[src/rtl/conv_8x32_pkg.sv]
// Shared types and default widths for the convolution accumulator slice.
// The FSM state encoding lives here so the top and any debug tooling agree on it.
package conv_8x32_pkg;

  typedef enum logic [1:0] {
    IDLE   = 2'd0,
    ACCUM  = 2'd1,
    OUTPUT = 2'd2
  } accum_state_e;

  localparam int DEF_DATA_WIDTH = 8;
  localparam int DEF_ACC_WIDTH  = 20;
  localparam int DEF_MAX_TERMS  = 8;

endpackage

[src/rtl/conv_8x32_accum_if.sv]
// Product-term input stream and accumulated-sample output stream (valid/ready both ways).
// slave: the accumulator; master: the term producer / result consumer.
interface conv_8x32_accum_if #(
  parameter int DATA_WIDTH = conv_8x32_pkg::DEF_DATA_WIDTH,
  parameter int ACC_WIDTH  = conv_8x32_pkg::DEF_ACC_WIDTH
);

  logic                      term_valid;
  logic                      term_ready;
  logic [2*DATA_WIDTH-1:0]   term_in;
  logic                      sum_valid;
  logic                      sum_ready;
  logic [ACC_WIDTH-1:0]      sum_out;
  logic                      ovf_out;

  modport slave (
    input  term_valid, term_in, sum_ready,
    output term_ready, sum_valid, sum_out, ovf_out
  );

  modport master (
    output term_valid, term_in, sum_ready,
    input  term_ready, sum_valid, sum_out, ovf_out
  );

endinterface

[src/rtl/conv_8x32_adder.sv]
// Combinational unsigned W-bit adder exposing the carry out, used for acc + term.
// The carry is the overflow indication for the accumulator.
module conv_8x32_adder #(
  parameter int W = conv_8x32_pkg::DEF_ACC_WIDTH
) (
  input  logic [W-1:0] a,
  input  logic [W-1:0] b,
  output logic [W-1:0] sum,
  output logic         carry
);

  assign {carry, sum} = {1'b0, a} + {1'b0, b};

endmodule

[src/rtl/conv_8x32_accum.sv]
// Sums a programmed number of product terms into one output sample, with a sticky overflow flag.
// Define CONV_ACCUM_SAT_EN to saturate on overflow instead of wrapping.
module conv_8x32_accum
  import conv_8x32_pkg::*;
#(
  parameter int DATA_WIDTH = DEF_DATA_WIDTH,
  parameter int ACC_WIDTH  = DEF_ACC_WIDTH,
  parameter int MAX_TERMS  = DEF_MAX_TERMS,
  localparam int CNT_W     = $clog2(MAX_TERMS + 1)
) (
  input  logic                 clk,
  input  logic                 rst,
  input  logic                 start,
  input  logic [CNT_W-1:0]     n_terms,
  output logic                 busy,
  conv_8x32_accum_if.slave     bus
);

  localparam int TERM_W = 2 * DATA_WIDTH;

  localparam logic [1:0] S_IDLE   = IDLE;
  localparam logic [1:0] S_ACCUM  = ACCUM;
  localparam logic [1:0] S_OUTPUT = OUTPUT;

  localparam logic [CNT_W-1:0] MAX_CNT = CNT_W'(MAX_TERMS);

  logic [1:0]           state_q, state_d;
  logic [ACC_WIDTH-1:0] acc_q, acc_d;
  logic [CNT_W-1:0]     cnt_q, cnt_d;
  logic [CNT_W-1:0]     n_lat_q, n_lat_d;
  logic                 ovf_q, ovf_d;

  logic [ACC_WIDTH-1:0] term_ext;
  logic [ACC_WIDTH-1:0] add_sum;
  logic                 add_carry;
  logic [CNT_W-1:0]     cnt_inc;
  logic [CNT_W-1:0]     n_clamped;
  logic                 term_xfer;

  assign term_ext  = {{(ACC_WIDTH - TERM_W){1'b0}}, bus.term_in};
  assign cnt_inc   = cnt_q + 1'b1;
  assign n_clamped = (n_terms > MAX_CNT) ? MAX_CNT : n_terms;
  assign term_xfer = (state_q == S_ACCUM) && bus.term_valid;

  conv_8x32_adder #(.W(ACC_WIDTH)) u_adder (
    .a     (acc_q),
    .b     (term_ext),
    .sum   (add_sum),
    .carry (add_carry)
  );

  always_comb begin
    state_d = state_q;
    acc_d   = acc_q;
    cnt_d   = cnt_q;
    n_lat_d = n_lat_q;
    ovf_d   = ovf_q;
    case (state_q)
      S_IDLE: begin
        if (start) begin
          acc_d   = '0;
          cnt_d   = '0;
          ovf_d   = 1'b0;
          n_lat_d = n_clamped;
          state_d = (n_terms == '0) ? S_OUTPUT : S_ACCUM;
        end
      end
      S_ACCUM: begin
        if (term_xfer) begin
          ovf_d = ovf_q | add_carry;
`ifdef CONV_ACCUM_SAT_EN
          // Once saturated, stay pinned for the rest of the sample.
          acc_d = (add_carry || ovf_q) ? '1 : add_sum;
`else
          acc_d = add_sum;
`endif
          cnt_d = cnt_inc;
          if (cnt_inc == n_lat_q) begin
            state_d = S_OUTPUT;
          end
        end
      end
      S_OUTPUT: begin
        if (bus.sum_ready) begin
          state_d = S_IDLE;
        end
      end
      default: state_d = S_IDLE;
    endcase
  end

  always_ff @(posedge clk) begin
    if (rst) begin
      state_q <= S_IDLE;
      acc_q   <= '0;
      cnt_q   <= '0;
      n_lat_q <= '0;
      ovf_q   <= 1'b0;
    end else begin
      state_q <= state_d;
      acc_q   <= acc_d;
      cnt_q   <= cnt_d;
      n_lat_q <= n_lat_d;
      ovf_q   <= ovf_d;
    end
  end

  assign bus.term_ready = (state_q == S_ACCUM);
  assign bus.sum_valid  = (state_q == S_OUTPUT);
  assign bus.sum_out    = acc_q;
  assign bus.ovf_out    = ovf_q;
  assign busy           = (state_q != S_IDLE);

endmodule

[src/flat_wrapper.sv]
// flat-port wrapper written by rule: the top's interface ports become plain ports
module conv_8x32_accum_flat import conv_8x32_pkg::*;
#(
  parameter int DATA_WIDTH = DEF_DATA_WIDTH,
  parameter int ACC_WIDTH  = DEF_ACC_WIDTH,
  parameter int MAX_TERMS  = DEF_MAX_TERMS,
  localparam int CNT_W     = $clog2(MAX_TERMS + 1)
)
  (clk, rst, start, n_terms, busy, bus_term_valid, bus_term_in, bus_sum_ready, bus_term_ready, bus_sum_valid, bus_sum_out, bus_ovf_out);
  conv_8x32_accum_if #(.DATA_WIDTH(DATA_WIDTH), .ACC_WIDTH(ACC_WIDTH)) bus_i ();
  input  logic clk;
  input  logic rst;
  input  logic start;
  input  logic [CNT_W-1:0] n_terms;
  output logic busy;
  input wire logic [$bits(bus_i.term_valid)-1:0] bus_term_valid;
  input wire logic [$bits(bus_i.term_in)-1:0] bus_term_in;
  input wire logic [$bits(bus_i.sum_ready)-1:0] bus_sum_ready;
  output wire logic [$bits(bus_i.term_ready)-1:0] bus_term_ready;
  output wire logic [$bits(bus_i.sum_valid)-1:0] bus_sum_valid;
  output wire logic [$bits(bus_i.sum_out)-1:0] bus_sum_out;
  output wire logic [$bits(bus_i.ovf_out)-1:0] bus_ovf_out;
  assign bus_i.term_valid = bus_term_valid;
  assign bus_i.term_in = bus_term_in;
  assign bus_i.sum_ready = bus_sum_ready;
  assign bus_term_ready = bus_i.term_ready;
  assign bus_sum_valid = bus_i.sum_valid;
  assign bus_sum_out = bus_i.sum_out;
  assign bus_ovf_out = bus_i.ovf_out;
  conv_8x32_accum #(.DATA_WIDTH(DATA_WIDTH), .ACC_WIDTH(ACC_WIDTH), .MAX_TERMS(MAX_TERMS)) u_core (.clk(clk), .rst(rst), .start(start), .n_terms(n_terms), .busy(busy), .bus(bus_i));
endmodule
[config.mk]
export PLATFORM = sky130hd
export DESIGN_NAME = conv_8x32_accum_flat
export DESIGN_NICKNAME = d
export VERILOG_FILES = /design/src/rtl/conv_8x32_pkg.sv /design/src/rtl/conv_8x32_accum_if.sv /design/src/rtl/conv_8x32_adder.sv /design/src/rtl/conv_8x32_accum.sv /design/src/flat_wrapper.sv
export SDC_FILE = /design/constraint.sdc
export NUM_CORES = 1
export LEC_CHECK = 0
export ABC_AREA = 1
export CAP_MARGIN = 5
export CORE_MARGIN = 8
export CORE_UTILIZATION = 47
export DETAILED_ROUTE_END_ITERATION = 10
export GPL_TIMING_DRIVEN = 0
export HOLD_SLACK_MARGIN = 0.02
export PLACE_DENSITY_LB_ADDON = 0.05
export SLEW_MARGIN = 30
export SYNTH_ARGS = -nofsm -noshare
export SYNTH_HDL_FRONTEND = slang
export SYNTH_SLANG_ARGS = --single-unit
[constraint.sdc]
create_clock -name clk -period 2 [get_ports clk]
set_clock_uncertainty 0.2 [all_clocks]
set_input_delay 0.3 -clock clk [delete_from_list [all_inputs] [get_ports clk]]
set_output_delay 0.3 -clock clk [all_outputs]
set_load 0.01 [all_outputs]
### Floorplan with the power grid

Pins as bars on the die edge.
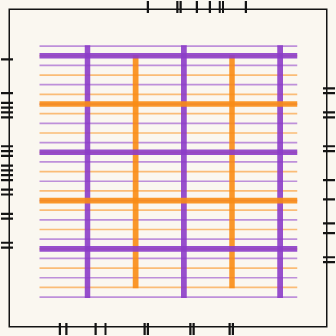
orange -> VDD
purple -> VSS
rows = 26
met1 rails = 27
Core ar.: 0.00514 mm²
chip height: 89.1 µm
die width: 89.1 µm
Worst VDD drop: 0.386 mV

==> ci_impl_report.md <==
### Metrics collected by this job

| Metric | Value |
|---|---|
| Status | finished, final reports clean |
| Maximum number of pins on one net before global-route repair | 11 |
| Number of tap instances | around 70 |
| Overall fraction of global-route tracks in use | 18.6% |
| Setup Slack @ Placement | -0.532 ns |
| # clk buffers | 7 |
| RSZ-0062 raised after global routing | true |
| Library cell with the largest summed area after synthesis | sky130_fd_sc_hd__dfxtp_1 |
| Worst reg2reg path depth | 12 |
| Synth top cell by count | sky130_fd_sc_hd__nand2_1 |
| Overflow left after global routing | 0 |
| Final design instance area without fill | 0.00346 mm² |
| Number of vias per cell | 4.98 |
| Main power group | combinational logic |
| Overall Power | 2.08 mW |
| Simple share | 43.2% |
| Worst min-delay path startpoint | u_core.bus.ovf_out |
| Highest layer used for signal routing | met4 |
| Clock transition at the registers of the reported paths | 0.08 ns |
| Register share of total power | between 30 and 40% |
| Final-layout setup total negative slack | 0 ns |
| Flop area | between 600 and 700 µm² |
| Post-cts resize count | 9 |
| Number of placed instances, taps included | between 500 and 600 |
| Inverters excl. clock | between 60 and 70 |
| Met3 usage in global routing | 3.49% |
| Number of warnings reported in the yosys synthesis log | 0 |
| Final RePlAce weighted congestion | 0.888 |
| Power drawn by the combinational cells | 0.784 mW |
| Area added between synthesis and finish | 37.8% |
| Chip area from the yosys synthesis statistics | around 0.0025 mm² |
| Fin util | 67.2% |
| Count of cell instances traversed by the critical path | 12 |
| Post-Route M1 WL | about 3400 µm |
| Floorplan die area | around 0.008 mm² |
| Count of unresolved DRC violations after routing | 0 |
| Post-route fraction of the period consumed by the critical path | 99.1% |
| Worst setup path category | reg2reg |
| Seq Cell Count | 31 |
| Wire length reported by the detailed router | 7280 µm |
| Headroom to the max-slew limit | 59.9% |
| Crit path max-delay family | simple AND/OR/NAND/NOR gates |
| Syn Std Cell Area | about 0.0025 mm² |
| Setup violations, final | 0 |
| Number of iterations in the first detailed-routing pass | 4 |
| Standby leakage power | 1.51 nW |
| Vias | around 2,700 |
| Aoi/oai-family share of the synthesized area | 11.1% |
| Number of pins with negative max-slew slack in the final report | 0 |
| Hold buffer count at cts | 0 |
| XORs/XNORs by Area | 1.05% |
| Synth async-reset ratio | 0% |
| Top area cells in the synthesized netlist | sky130_fd_sc_hd__dfxtp_1 25%, sky130_fd_sc_hd__nand2_1 21%, sky130_fd_sc_hd__inv_1 8.7% |
| Metal2 WL | about 3400 µm |
| Net load switching power | 0.765 mW |
| Antenna cell count | 0 |
| Dominant synthesized flop cell | sky130_fd_sc_hd__dfxtp_1 |
| Cell Type Count | 36 |
| Proportion of cell area occupied by registers | 18.1% |
| Cell count after synthesis | ~410 |
| Sequential-to-total area share from yosys stat | 24.7% |
| Average cell area after synthesis | 6.13 µm² |
| Non-clock buffer share of cell area | 16.0% |
| Required time worst endpoint | 2.04 ns |
| CTS H-tree depth | 2 |
| Most frequent cells in the layout | 131 x sky130_fd_sc_hd__nand2_1, 58 x sky130_fd_sc_hd__inv_1, 45 x sky130_fd_sc_hd__clkdlybuf4s50_1 |
| Clock latency on the worst-skew pair | 0.29 ns |
| Cell Pwr Density | 601 mW/mm² |
| Post-synth mux share | 0% |
| Clock sink count | 31 |
| Inserted Clock Buffers | 5 |
### Cell classes on the final placement

Scale bar: 20 µm.
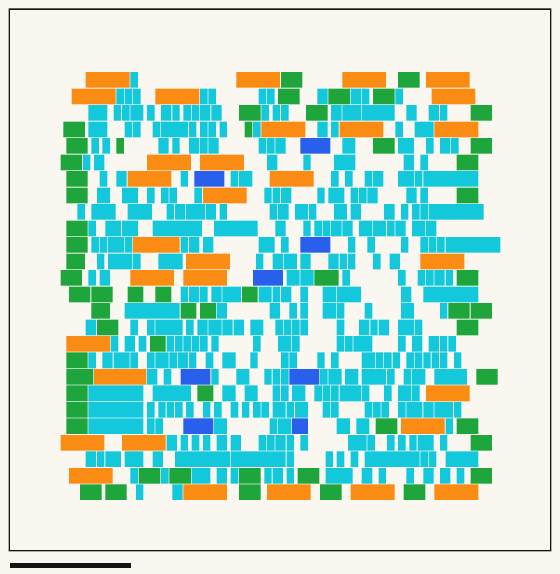
green -> other buffers and delay cells  # cells 58, share of their area 16%
blue -> clock drivers and dummy loads  # cells 8, share of their area 3.1%
cyan -> combinational and other logic  # cells 374, share of their area 62%
orange -> flops  # cells 31, share of their area 19%

Power and IR drop assume default switching activity.
